**src/rtl/video_pkg.sv**
```systemverilog
// Shared video definitions for the frame-capture slice: capture FSM states,
// default window geometry and BRAM address width, and the measurement
// counter width with its saturating increment helper.
package video_pkg;

  localparam int unsigned H_DEFAULT      = 500;
  localparam int unsigned V_DEFAULT      = 500;
  localparam int unsigned ADDR_W_DEFAULT = 18;
  localparam int unsigned CNT_W          = 12;

  localparam logic [CNT_W-1:0] CNT_MAX = '1;

  typedef enum logic [1:0] {
    IDLE    = 2'd0,
    ARM     = 2'd1,
    CAPTURE = 2'd2,
    DONE    = 2'd3
  } capState_e;

  // Counters stick at all-ones instead of wrapping to zero.
  function automatic logic [CNT_W-1:0] satInc(input logic [CNT_W-1:0] v);
    return (v == CNT_MAX) ? v : v + 1'b1;
  endfunction

endpackage

```
**src/rtl/vga_capture_meas.sv**
```systemverilog
// Input-side timing measurement for vga_capture: de/vsync edge detection,
// the column and line counters, and the widest-line tracker. Both counters
// saturate at 4095. colIdx/lineIdx give the position of the pixel presented
// this cycle; lineNext/maxColNext are the values the registers take at the
// coming edge, so the top can latch a frame's measurements on the
// terminating vsync edge without losing the last cycle.
module vga_capture_meas
  import video_pkg::*;
(
  input  logic             clk,
  input  logic             rst,
  input  logic             de,
  input  logic             hsync,
  input  logic             vsync,
  input  logic             lineClear,
  output logic             vsyncRise,
  output logic [CNT_W-1:0] colIdx,
  output logic [CNT_W-1:0] lineIdx,
  output logic [CNT_W-1:0] lineNext,
  output logic [CNT_W-1:0] maxColNext
);

  logic             de_q;
  logic             vsync_q;
  logic [CNT_W-1:0] colCnt_q;
  logic [CNT_W-1:0] colCnt_d;
  logic [CNT_W-1:0] line_q;
  logic [CNT_W-1:0] line_d;
  logic [CNT_W-1:0] maxCol_q;
  logic [CNT_W-1:0] maxCol_d;
  logic             deRise;
  logic             deFall;

  // Edge detection and next-state of the column, line and max-column counters.
  always_comb begin
    deRise    = de & ~de_q;
    deFall    = ~de & de_q;
    vsyncRise = vsync & ~vsync_q;

    colIdx   = deRise ? '0 : colCnt_q;
    colCnt_d = colCnt_q;
    if (de) begin
      colCnt_d = satInc(colIdx);
    end else if (hsync) begin
      colCnt_d = '0;
    end

    line_d = line_q;
    if (lineClear) begin
      line_d = '0;
    end else if (deFall) begin
      line_d = satInc(line_q);
    end

    maxCol_d = maxCol_q;
    if (lineClear) begin
      maxCol_d = '0;
    end else if (de && (colCnt_d > maxCol_q)) begin
      maxCol_d = colCnt_d;
    end
  end

  // Edge-detect history and counter registers.
  always_ff @(posedge clk or posedge rst) begin
    if (rst) begin
      de_q     <= 1'b0;
      vsync_q  <= 1'b0;
      colCnt_q <= '0;
      line_q   <= '0;
      maxCol_q <= '0;
    end else begin
      de_q     <= de;
      vsync_q  <= vsync;
      colCnt_q <= colCnt_d;
      line_q   <= line_d;
      maxCol_q <= maxCol_d;
    end
  end

  assign lineIdx    = line_q;
  assign lineNext   = line_d;
  assign maxColNext = maxCol_d;

endmodule

```
**src/rtl/vga_capture.sv**
```systemverilog
// Single-frame VGA capture into a BRAM write port. A start request arms the
// block, the next vsync rising edge begins capture and the following one
// ends it with a one-cycle done pulse. Pixels inside the H x V window are
// written at line*H+col one cycle after they arrive.
// Build option: define VGA_CAPTURE_GRAY_EN to store (r + 2g + b) >> 2
// instead of the red channel.
module vga_capture
  import video_pkg::*;
#(
  parameter int unsigned H      = H_DEFAULT,
  parameter int unsigned V      = V_DEFAULT,
  parameter int unsigned ADDR_W = ADDR_W_DEFAULT
) (
  input  logic              clk,
  input  logic              rst,
  input  logic [7:0]        r,
  input  logic [7:0]        g,
  input  logic [7:0]        b,
  input  logic              de,
  input  logic              hsync,
  input  logic              vsync,
  input  logic              start,
  output logic [ADDR_W-1:0] addra,
  output logic [7:0]        dina,
  output logic              wea,
  output logic              busy,
  output logic              done,
  output logic [CNT_W-1:0]  h_meas,
  output logic [CNT_W-1:0]  v_meas
);

  capState_e         state_q;
  capState_e         state_d;
  logic              vsyncRise;
  logic              lineClear;
  logic [CNT_W-1:0]  colIdx;
  logic [CNT_W-1:0]  lineIdx;
  logic [CNT_W-1:0]  lineNext;
  logic [CNT_W-1:0]  maxColNext;
  logic              wrEn;
  logic [ADDR_W-1:0] wrAddr;
  logic [7:0]        pixData;
  logic              wea_q;
  logic [ADDR_W-1:0] addra_q;
  logic [ADDR_W-1:0] addra_d;
  logic [7:0]        dina_q;
  logic [7:0]        dina_d;
  logic [CNT_W-1:0]  hMeas_q;
  logic [CNT_W-1:0]  hMeas_d;
  logic [CNT_W-1:0]  vMeas_q;
  logic [CNT_W-1:0]  vMeas_d;
  logic              frameEnd;

  assign lineClear = (state_q == ARM) && vsyncRise;
  assign frameEnd  = (state_q == CAPTURE) && vsyncRise;

  vga_capture_meas u_meas (
    .clk       (clk),
    .rst       (rst),
    .de        (de),
    .hsync     (hsync),
    .vsync     (vsync),
    .lineClear (lineClear),
    .vsyncRise (vsyncRise),
    .colIdx    (colIdx),
    .lineIdx   (lineIdx),
    .lineNext  (lineNext),
    .maxColNext(maxColNext)
  );

`ifdef VGA_CAPTURE_GRAY_EN
  logic [9:0] graySum;
  assign graySum = {2'b00, r} + {1'b0, g, 1'b0} + {2'b00, b};
  assign pixData = graySum[9:2];
`else
  logic unusedColour;
  assign unusedColour = ^{g, b};
  assign pixData      = r;
`endif

  // Capture sequencing: start is only honoured from IDLE, DONE lasts one cycle.
  always_comb begin
    state_d = state_q;
    busy    = 1'b0;
    done    = 1'b0;
    case (state_q)
      IDLE: begin
        if (start) state_d = ARM;
      end
      ARM: begin
        busy = 1'b1;
        if (vsyncRise) state_d = CAPTURE;
      end
      CAPTURE: begin
        busy = 1'b1;
        if (vsyncRise) state_d = DONE;
      end
      DONE: begin
        busy    = 1'b1;
        done    = 1'b1;
        state_d = IDLE;
      end
      default: state_d = IDLE;
    endcase
  end

  // Window test, linear address and next values of the write port and measurements.
  always_comb begin
    wrEn    = (state_q == CAPTURE) && de && (32'(colIdx) < H) && (32'(lineIdx) < V);
    wrAddr  = ADDR_W'(lineIdx) * ADDR_W'(H) + ADDR_W'(colIdx);
    addra_d = wrEn ? wrAddr : addra_q;
    dina_d  = wrEn ? pixData : dina_q;
    hMeas_d = frameEnd ? maxColNext : hMeas_q;
    vMeas_d = frameEnd ? lineNext : vMeas_q;
  end

  // State, registered BRAM port and held measurements.
  always_ff @(posedge clk or posedge rst) begin
    if (rst) begin
      state_q <= IDLE;
      wea_q   <= 1'b0;
      addra_q <= '0;
      dina_q  <= '0;
      hMeas_q <= '0;
      vMeas_q <= '0;
    end else begin
      state_q <= state_d;
      wea_q   <= wrEn;
      addra_q <= addra_d;
      dina_q  <= dina_d;
      hMeas_q <= hMeas_d;
      vMeas_q <= vMeas_d;
    end
  end

  assign wea    = wea_q;
  assign addra  = addra_q;
  assign dina   = dina_q;
  assign h_meas = hMeas_q;
  assign v_meas = vMeas_q;

endmodule

```
**config.mk**
```make
export PLATFORM = sky130hd
export DESIGN_NAME = vga_capture
export DESIGN_NICKNAME = d
export VERILOG_FILES = /design/src/rtl/video_pkg.sv /design/src/rtl/vga_capture_meas.sv /design/src/rtl/vga_capture.sv
export SDC_FILE = /design/constraint.sdc
export NUM_CORES = 1
export LEC_CHECK = 0
export CORE_MARGIN = 3
export CORE_UTILIZATION = 57
export CTS_CLUSTER_SIZE = 25
export DETAILED_ROUTE_END_ITERATION = 12
export PLACE_DENSITY = 0.78
export SKIP_LAST_GASP = 1
export SLEW_MARGIN = 20
export SYNTH_ARGS = -nofsm -noshare
export SYNTH_HDL_FRONTEND = slang
export SYNTH_SLANG_ARGS = --single-unit
```
**constraint.sdc**
```tcl
create_clock -name clk -period 5.9 [get_ports clk]
set_input_delay 1.18 -clock clk [delete_from_list [all_inputs] [get_ports clk]]
set_output_delay 1.18 -clock clk [all_outputs]
set_load 0.01 [all_outputs]
```
Wiring heat map:
Drawn at 3 px/um. The die is cut into 23 by 23 equal tiles; dark blue is low, red is high, scaled to the fullest tile. Values are wire area over tile area, all layers added.
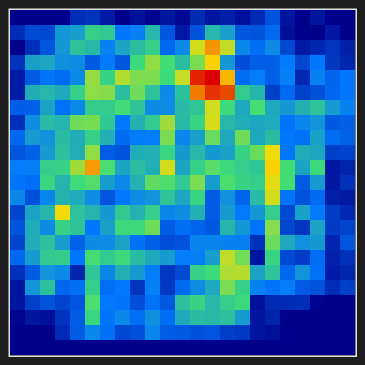
nearly empty tiles: 10%
fullest tile: 0.62
tiles over half the peak: 11%
emptiest ninth of the die: lower right
densest ninth of the die: top center

Ports around the boundary:
Drawn at 4 px/um. Pins as bars across the die edge, other pins in gray.
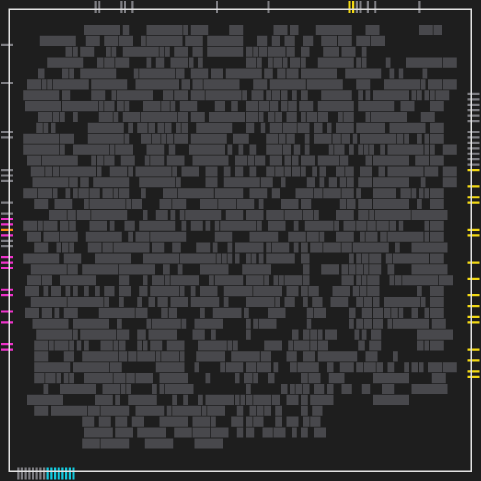
legend:
  cyan:
    port: g
    pins: 8
    direction: input
    edge: bottom
  yellow:
    port: addra
    pins: 18
    direction: output
    edge: 16 right, 2 top
  magenta:
    port: v_meas
    pins: 12
    direction: output
    edge: left
  orange:
    port: start
    pins: 1
    direction: input
    edge: left
all pins by edge: 29 right, 24 left, 16 bottom, 14 top

Signal wires on met2:
Drawn at 4 px/um.
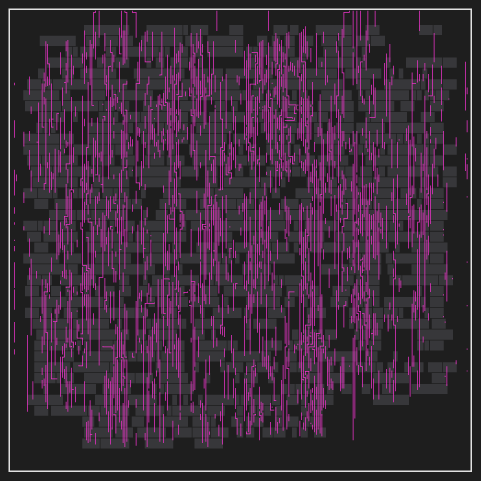
longest straight run: 53.7 um
share of all routed wire: 48%

Metal 3:
Drawn at 4 px/um.
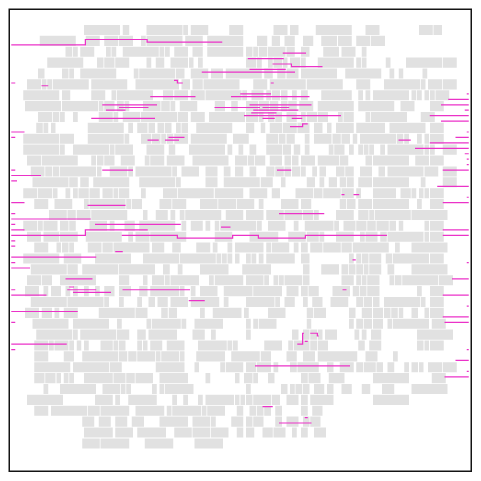
share of all routed wire: 5.1%
wire length on this layer: 766 um
nets with wire on the layer: 93

==> CHANGELOG.md <==
### Physical design

* Hpwl dp at 11500 um
* YS warnings at 0
* Main logic family after synthesis: adder cells
* Hold Buf Count CTS at 0
* Top_reg_cell synth: dfrtp_1
* Reg2Reg Depth at 17
* GRT met1 Usage at 0.336
* Share of post-route cells with drive strength above 1 at 0.0593
* Synth top area share at 0.335
* R2r setup slk at about 0.6 ns
* DR pass1 iterations at 5
* Compound-Gate Fraction of Synth Area at 0.148
* CTS buffer count at 9
* Final ANT Viol Nets at 0
* Die W at around 120 um
* # clock sinks at just over 90
* Util after Layout at 0.688
* Cts repair resizes at 0
* Worst reg2reg endpoint: addra[16]
* Worst Hold Launch: dina[0]
* Port Buffers at 66
* CTS tree: built
* Gr ovfl total at 0
* Req. time, crit path at roughly 6.2 ns
* Dominant cell by count in the synthesized netlist: dfrtp_1
* Startpoint Class: flip-flop
* Xor/xnor share at 0.0464
* Yosys adder share at 0.225
* Seq share, synth at 0.335
* RSZ-0062 raised after global routing: false
* Routed wl met2 at around 7200 um
* Worst Path Buf+Inv at 2
* Flops & latches, synth at 91
* Met2 GRT Util at 0.383
* Yosys Chip Area at ~6800 um^2
* CP dominant cell by count: fa_1
* Final Hold Fails at 0
* H-tree levels at 3
* Hold EP: dina[0]
* Vias in the first global route at roughly 5400
* Final worst slack at a little over 0.6 ns
* Die Y-Extent at around 120 um
* Post-Synthesis Cells at around 730
* Status: completed
* Mapped Area at 6790 um^2
* Die ar. at approximately 13000 um^2
* Post-CTS Setup Inserts at 0
* GR Util All Layers at 0.239
* Largest net degree at the start of global routing at roughly 60
* Critical path's slowest cell: fa_1
* Max layer used: met4
* CP Capture Type: flip-flop
* Worst slack at placement at around 0.096 ns
* Post-synth top cells: dfrtp_1, inv_1, nand2_1, ha_1, nor2_1
* Vias per cell at approximately 5.7
* Kind of critical path: flip-flop to flip-flop
* Critical path depth at 17
* CORE AREA at around 12000 um^2
* Final Skew at between 0.007 and 0.008 ns
* Worst path cell trace: inv_1, fa_1, fa_1, fa_1, fa_1, inv_1, ha_1, o21a_1, o31a_1, a21oi_1, ha_1, nand2_1, a211o_1, a21oi_1, nor2_1, or4_1, nand3_1
* Gr busiest metal: met2
* Synth async-reset ratio at 1.00
* Worst Setup SP: u_meas.lineIdx[1]
* Worst-Margin Slew at just under 0.8 ns
* P&R area growth vs syn at 16.7%
* DRC viols at 0
* Top cells by area: dfrtp_1, ha_1, fa_1
* Worst Hold Class: flip-flop to flip-flop
* Setup_tns at 0 ns
* Critical Path AT at ~5.6 ns
* Largest area contributor in the netlist: dfrtp_1
* Met3 wire len at ~770 um
* NumNets Final at 918
* Length of routed wiring on met1 at around 6900 um
## layout make-up
type	count	area [um^2]
Multi-Input combinational cell	520	4070
Fill cell	926	3590
Sequential cell	91	2280
Timing Repair Buffer	78	751
Inverter	88	333
Clock buffer	10	229
Tap cell	143	179
Clock inverter	6	80.1
## sequential cells by signal, indices dropped and copies added, names as in the netlist, 2 cells and up
signal and flops:
addra 18, dina 8, h_meas 12, state_q 2, u_meas.colCnt_q 12, u_meas.lineIdx 12
u_meas.maxCol_q 12, v_meas 12
## per-stage QoR
step | instances | cell area [um^2]
5_1_grt | 936 | 7920
4_1_cts | 936 | 7920
3_5_place_dp | 920 | 7610
6_report | 936 | 7920
2_1_floorplan | 727 | 6790
3_3_place_gp | 920 | 7610
## cells in the final DEF (no fill, tap or decap), types with 5 or more instances in the layout
cell type        count
xor2_1               8
xnor2_1             28
nand4_1             11
and3_1               5
o31ai_1             21
nor3_1              15
dfrtp_1             91
buf_4               12
nor2b_1              6
fa_1                37
inv_1               87
clkdlybuf4s50_1     66
ha_1                63
o21ai_0             38
nand2b_1             6
a21o_1               6
a211oi_1             9
nand3_1             17
clkbuf_16            9
nor2_1              43
and2_1              15
a21oi_1             30
nand2_1             88
mux2i_1             11
